$ cat src/rtl/seg7_pkg.sv
// Shared constants for the 7-segment scan driver: active-high segment
// encodings for hex digits and the scan-index width helper.
package seg7_pkg;

  localparam logic [6:0] SEG_OFF = 7'h00;

  // Element n is the pattern for nibble n; seg[0]=a ... seg[6]=g.
  localparam logic [15:0][6:0] SEG_LUT = {
    7'h71, 7'h79, 7'h5E, 7'h39, 7'h7C, 7'h77, 7'h6F, 7'h7F,
    7'h07, 7'h7D, 7'h6D, 7'h66, 7'h4F, 7'h5B, 7'h06, 7'h3F
  };

  function automatic int idx_w(input int n);
    return (n <= 2) ? 1 : $clog2(n);
  endfunction

endpackage

$ cat src/rtl/seg7_hex_decode.sv
// Combinational nibble-to-segment decoder, active-high output.
module seg7_hex_decode
  import seg7_pkg::*;
(
  input  logic [3:0] nib,
  output logic [6:0] seg
);

  assign seg = SEG_LUT[nib];

endmodule

$ cat src/rtl/seg7_scan_driver.sv
// Time-multiplexed, double-buffered 7-segment driver clocked by clk100mhz.
// Optional digit blinking is built only when SEG7_SCAN_BLINK_EN is defined.
module seg7_scan_driver
  import seg7_pkg::*;
#(
  parameter int DIGITS         = 8,
  parameter int SEG_ACTIVE_LOW = 1,
  parameter int AN_ACTIVE_LOW  = 1
) (
  input  logic                  clk100mhz,
  input  logic                  rst_n,
  input  logic                  scan_clk,
  input  logic                  blink_clk,
  input  logic                  load_valid,
  output logic                  load_ready,
  input  logic [4*DIGITS-1:0]   load_data,
  input  logic [DIGITS-1:0]     load_dp,
  input  logic [DIGITS-1:0]     load_blank,
  input  logic [DIGITS-1:0]     blink_mask,
  output logic [DIGITS-1:0]     an,
  output logic [6:0]            seg,
  output logic                  dp,
  output logic                  frame_done
);

  localparam int              IW      = idx_w(DIGITS);
  localparam logic [IW-1:0]   LAST    = IW'(DIGITS - 1);
  localparam logic [DIGITS-1:0] AN_INV = {DIGITS{AN_ACTIVE_LOW != 0}};
  localparam logic [6:0]      SEG_INV = {7{SEG_ACTIVE_LOW != 0}};

  logic [2:0]          scan_sync_q, scan_sync_d;
  logic [IW-1:0]       idx_q, idx_d;
  logic                fd_q, fd_d;
  logic                pending_q, pending_d;
  logic                ready_q, ready_d;
  logic [4*DIGITS-1:0] pnd_data_q, pnd_data_d, act_data_q, act_data_d;
  logic [DIGITS-1:0]   pnd_dp_q, pnd_dp_d, act_dp_q, act_dp_d;
  logic [DIGITS-1:0]   pnd_blank_q, pnd_blank_d, act_blank_q, act_blank_d;
  logic [DIGITS-1:0]   an_q, an_d;
  logic [6:0]          seg_q, seg_d;
  logic                dp_q, dp_d;

  logic                scan_tick, wrap, accept, lit;
  logic [3:0]          cur_nib;
  logic [6:0]          cur_seg;

`ifdef SEG7_SCAN_BLINK_EN
  logic [1:0]          blink_sync_q, blink_sync_d;
  logic [DIGITS-1:0]   pnd_mask_q, pnd_mask_d, act_mask_q, act_mask_d;
  logic                blink_on;
  assign blink_on = blink_sync_q[1];
`else
  logic unused_blink;
  assign unused_blink = ^{blink_clk, blink_mask};
`endif

  // [0] and [1] form the synchroniser; [2] is the previous value for edge detect.
  assign scan_tick = scan_sync_q[1] & ~scan_sync_q[2];
  assign wrap      = scan_tick && (idx_q == LAST);
  assign accept    = load_valid && ready_q;
  assign cur_nib   = act_data_q[{idx_q, 2'b00} +: 4];

  seg7_hex_decode u_dec (.nib(cur_nib), .seg(cur_seg));

  always_comb begin
    scan_sync_d = {scan_sync_q[1:0], scan_clk};
    idx_d       = idx_q;
    fd_d        = wrap;
    pending_d   = pending_q;
    pnd_data_d  = pnd_data_q;
    pnd_dp_d    = pnd_dp_q;
    pnd_blank_d = pnd_blank_q;
    act_data_d  = act_data_q;
    act_dp_d    = act_dp_q;
    act_blank_d = act_blank_q;
`ifdef SEG7_SCAN_BLINK_EN
    blink_sync_d = {blink_sync_q[0], blink_clk};
    pnd_mask_d   = pnd_mask_q;
    act_mask_d   = act_mask_q;
`endif
    if (scan_tick) idx_d = wrap ? '0 : idx_q + 1'b1;
    // accept and commit are mutually exclusive since ready is low while pending
    if (accept) begin
      pnd_data_d  = load_data;
      pnd_dp_d    = load_dp;
      pnd_blank_d = load_blank;
`ifdef SEG7_SCAN_BLINK_EN
      pnd_mask_d  = blink_mask;
`endif
      pending_d   = 1'b1;
    end else if (wrap && pending_q) begin
      act_data_d  = pnd_data_q;
      act_dp_d    = pnd_dp_q;
      act_blank_d = pnd_blank_q;
`ifdef SEG7_SCAN_BLINK_EN
      act_mask_d  = pnd_mask_q;
`endif
      pending_d   = 1'b0;
    end
    ready_d = !pending_d;

    lit = !act_blank_q[idx_q];
`ifdef SEG7_SCAN_BLINK_EN
    if (!blink_on && act_mask_q[idx_q]) lit = 1'b0;
`endif
    an_d  = (lit ? ({{(DIGITS-1){1'b0}}, 1'b1} << idx_q) : '0) ^ AN_INV;
    seg_d = (lit ? cur_seg : SEG_OFF) ^ SEG_INV;
    dp_d  = (lit & act_dp_q[idx_q]) ^ SEG_INV[0];
  end

  always_ff @(posedge clk100mhz or negedge rst_n) begin
    if (!rst_n) begin
      scan_sync_q <= '0;
      idx_q       <= '0;
      fd_q        <= 1'b0;
      pending_q   <= 1'b0;
      ready_q     <= 1'b1;
      pnd_data_q  <= '0;
      pnd_dp_q    <= '0;
      pnd_blank_q <= '1;
      act_data_q  <= '0;
      act_dp_q    <= '0;
      act_blank_q <= '1;
      an_q        <= AN_INV;
      seg_q       <= SEG_OFF ^ SEG_INV;
      dp_q        <= SEG_INV[0];
`ifdef SEG7_SCAN_BLINK_EN
      blink_sync_q <= '0;
      pnd_mask_q   <= '0;
      act_mask_q   <= '0;
`endif
    end else begin
      scan_sync_q <= scan_sync_d;
      idx_q       <= idx_d;
      fd_q        <= fd_d;
      pending_q   <= pending_d;
      ready_q     <= ready_d;
      pnd_data_q  <= pnd_data_d;
      pnd_dp_q    <= pnd_dp_d;
      pnd_blank_q <= pnd_blank_d;
      act_data_q  <= act_data_d;
      act_dp_q    <= act_dp_d;
      act_blank_q <= act_blank_d;
      an_q        <= an_d;
      seg_q       <= seg_d;
      dp_q        <= dp_d;
`ifdef SEG7_SCAN_BLINK_EN
      blink_sync_q <= blink_sync_d;
      pnd_mask_q   <= pnd_mask_d;
      act_mask_q   <= act_mask_d;
`endif
    end
  end

  assign load_ready = ready_q;
  assign frame_done = fd_q;
  assign an         = an_q;
  assign seg        = seg_q;
  assign dp         = dp_q;

endmodule

$ cat config.mk
export PLATFORM = sky130hd
export DESIGN_NAME = seg7_scan_driver
export DESIGN_NICKNAME = d
export VERILOG_FILES = /design/src/rtl/seg7_pkg.sv /design/src/rtl/seg7_hex_decode.sv /design/src/rtl/seg7_scan_driver.sv
export SDC_FILE = /design/constraint.sdc
export NUM_CORES = 1
export LEC_CHECK = 0
export CORE_MARGIN = 2
export CORE_UTILIZATION = 28
export CTS_CLUSTER_DIAMETER = 40
export DETAILED_ROUTE_END_ITERATION = 6
export GPL_ROUTABILITY_DRIVEN = 0
export HOLD_SLACK_MARGIN = 0.1
export MAX_ROUTING_LAYER = met4
export PLACE_DENSITY = 0.5
export SLEW_MARGIN = 20
export SYNTH_ARGS = -nofsm -noshare
export SYNTH_HDL_FRONTEND = slang
export SYNTH_SLANG_ARGS = --single-unit
$ cat constraint.sdc
create_clock -name clk100mhz -period 6.4 [get_ports clk100mhz]
set_clock_uncertainty 0.1 [all_clocks]
set_input_delay 1.28 -clock clk100mhz [delete_from_list [all_inputs] [get_ports clk100mhz]]
set_output_delay 1.28 -clock clk100mhz [all_outputs]
set_load 0.01 [all_outputs]
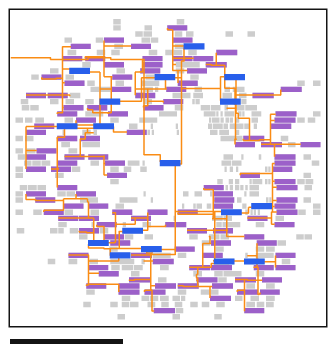
*Clock wires, drivers and flops, run 1*
Scale bar: 50 um.
[flip-flops] purple | count: 121
[clock wires] orange | length: 1630 um
[cells driving clock nets] blue | count: 17
flops lie: widely spread
routed clock nets: 18

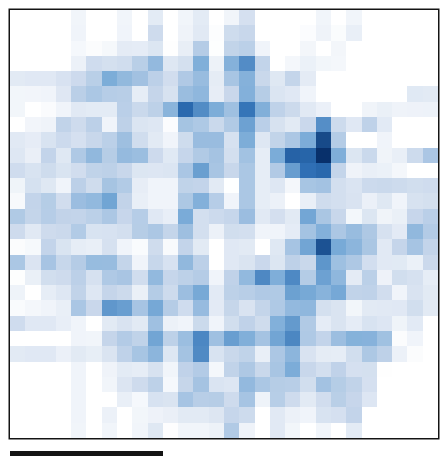
*Wire density map, run 1*
Scale bar: 50 um. 28 x 28 tiles, from white (low) to dark blue (high), scaled to the fullest tile. Values are wire area over tile area, all layers added.
emptiest ninth of the die: north-east
mean over tiles: 0.080
fullest tile: 0.42
nearly empty tiles: 21%
tiles over half the peak: 4.6%

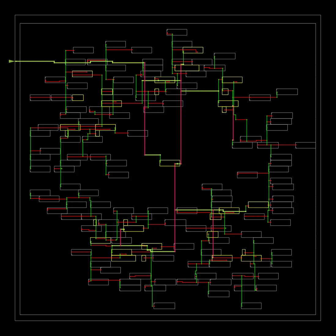
*The clock network, run 1*
P_clk: 931 uW
seq_cells: 121
clock sinks: 121

==> run 1: cells by family (layout without fill, tap and decap cells) <==
logic type                 count (synthesis)  count (layout)
DFF                                      121             121
muxes                                    115             115
and+or+nand+nor                           43              43
buffers and inverters                     24             112
AOI/OAI and AO/OA                         19              19
adders and majority gates                 12              12
==> run 1: Yosys cell counts, types with 2 or more instances <==
master,n
clkbuf_8,2
clkbuf_1,2
ha_1,12
nand3_1,2
mux2_2,96
mux4_2,10
dfrtp_1,88
nor2_2,2
buf_2,4
o21ai_0,6
buf_6,4
inv_1,7
nor2b_1,2
nand2_1,27
a31oi_1,2
buf_1,4
mux2i_1,7
dfstp_2,33
nor2_1,2
o221ai_2,3
==> reports/results.ini, run 1 <==
[yosys]
floorplan.nets = 407
synthAdderAreaFrac = 0.02906
yosys_area_um2 = 5166
ys_ff = 121
xor_share = 0
ys_seq_frac = 0.5941

[pwr]
power-top-group = registers
peakVddDrop_mv = 0.2187
cellLeakagePower_nw = 2.925
comb_cell_power_uw = 968

[route]
num_vias = 2862
dr.first_iter.drc_count = 113
dr_wl_met3_um = 373
wl_met2_um = 4771
dr.pass1.iters = 6

[run_status]
status = finished clean

[placement]
placed_cells = 619

[cells_and_area]
utilization = 0.3684
comb_share = 0.2945
comb_area_um2 = 1956
logic_gates = 189
n_all_buffers = 73
layout_top_cells = mux2_2 (96), dfrtp_1 (88), clkdlybuf4s50_1 (68), dfstp_2 (33), nand2_1 (26)
nNetsFinal = 482

[floorplan]
core_um2 = 18020
ioPinCount = 79
dieArea_um2 = 19550
rows = 49
dieWidth_um = 139.8

[worst_setup_path]
cp_cell_sequence = clkdlybuf4s50_1
crit_type = reg -> out
critPathLaunch = load_ready
worst-path-buf-inv = 1

[sta]
whs_ns = 0.2824
slew_violations = 0
relSlewSlack = 0.3981
setup_slack_ns = 3.523
worstMarginPinSlew_ns = 0.9029

[clocking]
clkTransAtPathRegs_ns = 0.05

[flow_run]
cap_violations = 0

[global_route]
met3_usage = 0.03957

[min_path]
hold-path-cell-count = 0

==> run 2, diff against run 1 <==
PLACE_DENSITY = 0.52   (was 0.5)
clock period = 2.6 ns   (was 6.4 ns; I/O delays follow)
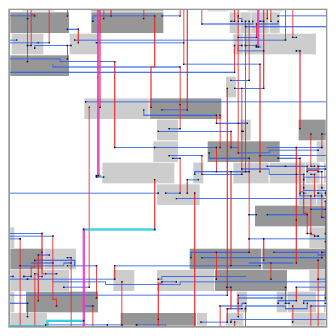
*Layout detail, run 2*
Region (50, 50) to (90, 90) um. Cells in gray, sequential cells in the stronger gray; small squares are vias.
| layer | color |
|---|---|
| met3 | cyan |
| met1 | blue |
| met4 | magenta |
| met2 | red |
cells with their middle in the window: 44
sequential cells in the window: 11
most frequent: dfrtp_1 (10), nand2_1 (9), clkbuf_16 (3)
netlist names of flops here include: `act_data_q` (4), `scan_sync_q` (3), `idx_q` (2)

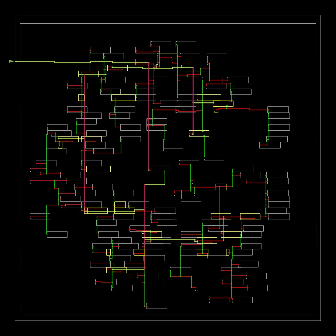
*The clock network, run 2*
clk_lat worst skew: 0.41 ns
P_clk: 2.44 mW

==> run 2 against run 1 <==
Effect of this change: die area stayed put; final cell count is 1.4% higher; synthesized cell count unchanged; non-clock buffer count increased by 9; register-to-register slack got worse by 3.3 ns; worst setup slack worse by 3.3 ns; total power went up to 2.5 times the previous value; sequential power grew 140%; critical path type is now reg -> reg; highest routed layer unchanged.
==> reports/results.ini, run 2 <==
[yosys]
synthDistinctLibCells = 39  ; unchanged
netlist_top_cells_count = mux2_2 (96), dfrtp_1 (88), dfstp_2 (33)  ; unchanged
synthAdderAreaFrac = 0.02906  ; unchanged
yosys_area_um2 = 5166  ; unchanged
syn_inst = 334  ; unchanged
ys_seq_frac = 0.5941  ; unchanged
floorplan.nets = 407  ; unchanged
top_logic_kind = multiplexers  ; unchanged
ys_ff = 121  ; unchanged

[cells_and_area]
layout_top_cells = mux2_2 (96), dfrtp_1 (88), clkdlybuf4s50_1 (68), dfstp_2 (33), nand2_1 (26)  ; unchanged
comb_area_um2 = 1956  ; unchanged
utilization = 0.3782  ; was 0.3684
nNetsFinal = 491  ; was 482
area_delta_synth_final_pct = 31.94  ; was 28.53%

[route]
wl_met2_um = 4796  ; was 4771 um
dr.pass1.iters = 4  ; was 6
dr.first_iter.drc_count = 117  ; was 113
dr_wl_met3_um = 388  ; was 373 um
num_vias = 2898  ; was 2862
antenna_left = 0  ; unchanged

[floorplan]
ioPinCount = 79  ; unchanged
core_um2 = 18020  ; unchanged
dieWidth_um = 139.8  ; unchanged

[global_route]
met3_usage = 0.03613  ; was 0.03957
grt.total_usage = 0.1134  ; was 0.1189
first_global_vias = 3215  ; was 3221

[sta]
setup_slack_ns = 0.2216  ; was 3.523 ns
slew_violations = 0  ; unchanged
relSlewSlack = 0.6775  ; was 0.3981
worstMarginPinSlew_ns = 0.4838  ; was 0.9029 ns

[placement]
placed_cells = 627  ; was 619

[worst_setup_path]
crit_type = reg -> reg  ; was reg -> out
cp_cell_sequence = buf_12 -> mux4_2 -> nand2_1 -> nand2_1 -> inv_1 -> ha_1 -> a21boi_1 -> a2111oi_4 -> a31oi_1  ; was clkdlybuf4s50_1
path_delay_family = AND-OR/OR-AND gates  ; was flip-flops
critPathLaunch = idx_q[0]  ; was load_ready
worst-path-buf-inv = 2  ; was 1

[clocking]
numClockSinks = 121  ; unchanged
clkTransAtPathRegs_ns = 0.05  ; about the same

[run_status]
status = finished clean  ; unchanged

[min_path]
hold-path-cell-count = 0  ; unchanged

[flow_run]
cap_violations = 0  ; unchanged

[pwr]
cellLeakagePower_nw = 3.014  ; was 2.925 nW

[run 2: cell count changes in the layout (fill, tap and decap cells not counted), moves of 2 or more]
cell / previous run / this run
buf_12: 0 / 5
clkinv_2: 5 / 3
clkbuf_8: 4 / 6
buf_4: 5 / 8
[run 2: area by class of cell]
class,instances,share of cell area
clock buffers,25,0.07562
clock inverters,7,0.01652
inverters,7,0.003855
multi-input cells,189,0.2869
flip-flops and latches,121,0.4503
well taps,229,0.04203
repair buffers,82,0.1248
[run 2: where the power goes]
| group | switching, mW | leakage, nW | internal (mW) |
|---|---|---|---|
| combinational | 1.11 | 1.23 | 1.42 |
| sequential | 0.430 | 1.47 | 2.84 |
| clock | 0.788 | 0.309 | 1.65 |
| total | 2.33 | 3.01 | 5.91 |
==> run 3, diff against run 2 <==
CORE_ASPECT_RATIO = 0.8   (was default)
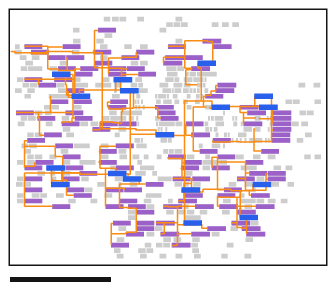
*Clock wires, drivers and flops, run 3*
Scale bar: 50 um.
[clock wires] orange | length: 1630 um
[cells driving clock nets] blue | count: 17
[flip-flops] purple | count: 121
routed clock nets: 18
flops lie: widely spread

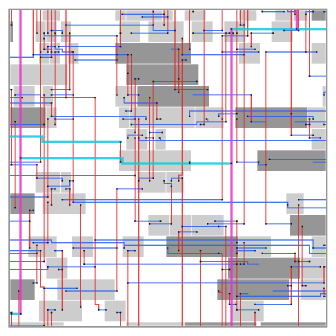
*Layout detail, run 3*
Region (58, 43) to (98, 83) um. Cells in gray, sequential cells in the stronger gray; small squares are vias.
| layer | color |
|---|---|
| met1 | blue |
| met2 | red |
| met3 | cyan |
| met4 | magenta |
netlist names of flops here include: `act_dp_q` (3)
sequential cells in the window: 9
cells with their middle in the window: 64
most frequent: buf_4 (13), nand2_1 (9), dfrtp_1 (7)

==> run 3 against run 2 <==
Effect of this change: clock power shrank 7%; largest power group unchanged; via count grew 0.45%; die area is essentially flat; final cell count grew 1.2%; sequential share of layout area grew 0.14 points.
==> reports/results.ini, run 3 <==
[run_status]
status = finished clean  ; unchanged

[yosys]
xor_share = 0  ; unchanged
top_logic_kind = multiplexers  ; unchanged
floorplan.nets = 407  ; unchanged
synthDistinctLibCells = 39  ; unchanged
syn_inst = 334  ; unchanged
ys_ff = 121  ; unchanged
ys_seq_frac = 0.5941  ; unchanged
synthAdderAreaFrac = 0.02906  ; unchanged

[pwr]
swShare = 0.2962  ; was 0.2823
p_seq_frac = 0.407  ; was 0.397
powerClk_mw = 2.27  ; was 2.44 mW
power-top-group = registers  ; unchanged
comb_power_share = 0.312  ; was 0.307
powerSeq_mw = 3.29  ; was 3.27 mW
peakVddDrop_mv = 0.4498  ; was 0.5214 mV
pwr-share-clk = 0.281  ; was 0.296
netSwitchingPower_mw = 2.393  ; was 2.326 mW
internal_power_mw = 5.686  ; was 5.912 mW

[floorplan]
ioPinCount = 79  ; unchanged
core_um2 = 18110  ; was 18020 um2
dieArea_um2 = 19560  ; was 19550 um2
nWellTaps = 230  ; was 229

[global_route]
first_global_vias = 3238  ; was 3215
met3_usage = 0.03986  ; was 0.03613
grt.total_usage = 0.1188  ; was 0.1134

[clocking]
numClockSinks = 121  ; unchanged
clkLatencyLatePin_ns = 0.42  ; was 0.41 ns

[cells_and_area]
inv_count = 7  ; unchanged
logic_gates = 189  ; unchanged
flop-count = 121  ; unchanged
n_all_buffers = 89  ; was 82
largestClassByArea = sequential cells  ; unchanged
comb_share = 0.2877  ; was 0.2869
clock_buffers = 17  ; was 25
utilization = 0.3753  ; was 0.3782
buf_share = 0.1292  ; was 0.1248
layout_top_cells = mux2_2 (96), dfrtp_1 (87), clkdlybuf4s50_1 (68), dfstp_2 (33), nand2_1 (26)  ; was mux2_2 (96), dfrtp_1 (88), clkdlybuf4s50_1 (68), dfstp_2 (33), nand2_1 (26)

[worst_setup_path]
crit_type = reg -> reg  ; unchanged
worst-path-buf-inv = 3  ; was 2

[route]
dr.first_iter.drc_count = 106  ; was 117
dr_wl_met3_um = 456  ; was 388 um
antenna_left = 0  ; unchanged
num_vias = 2911  ; was 2898
wl_met2_um = 4619  ; was 4796 um

[sta]
worstMarginPinSlew_ns = 0.6292  ; was 0.4838 ns
slew_violations = 0  ; unchanged
relSlewSlack = 0.5805  ; was 0.6775

[min_path]
hold-path-cell-count = 0  ; unchanged

[placement]
placed_cells = 635  ; was 627

==> run 3: cell counts after synthesis <==
Identical to the previous run, type by type.
==> run 3: through the flow <==
stage	cell area, um2	setup slack, ns	hold slack [ns]	total power [mW]
final	6798	0.2658	0.2514	8.079
after global placement	6207	0.05116	0.2375	5.808
after detailed placement	6207	0.06778	0.2410	5.900
after CTS	6797	0.06863	0.2536	8.214
after global routing	6798	0.08673	0.2584	8.601
after floorplan	5166	0.2560	0.1244	5.052
==> run 3: repair_timing <==
item / 4_1_cts / 5_1_grt
resized: 0 / 1
endpoints found under the setup margin: 0 / 14
hold buffers: 1 / 0
hold endpoints to repair: 42 / 0
Power figures rest on the tool's default switching activity, not on a simulated workload.
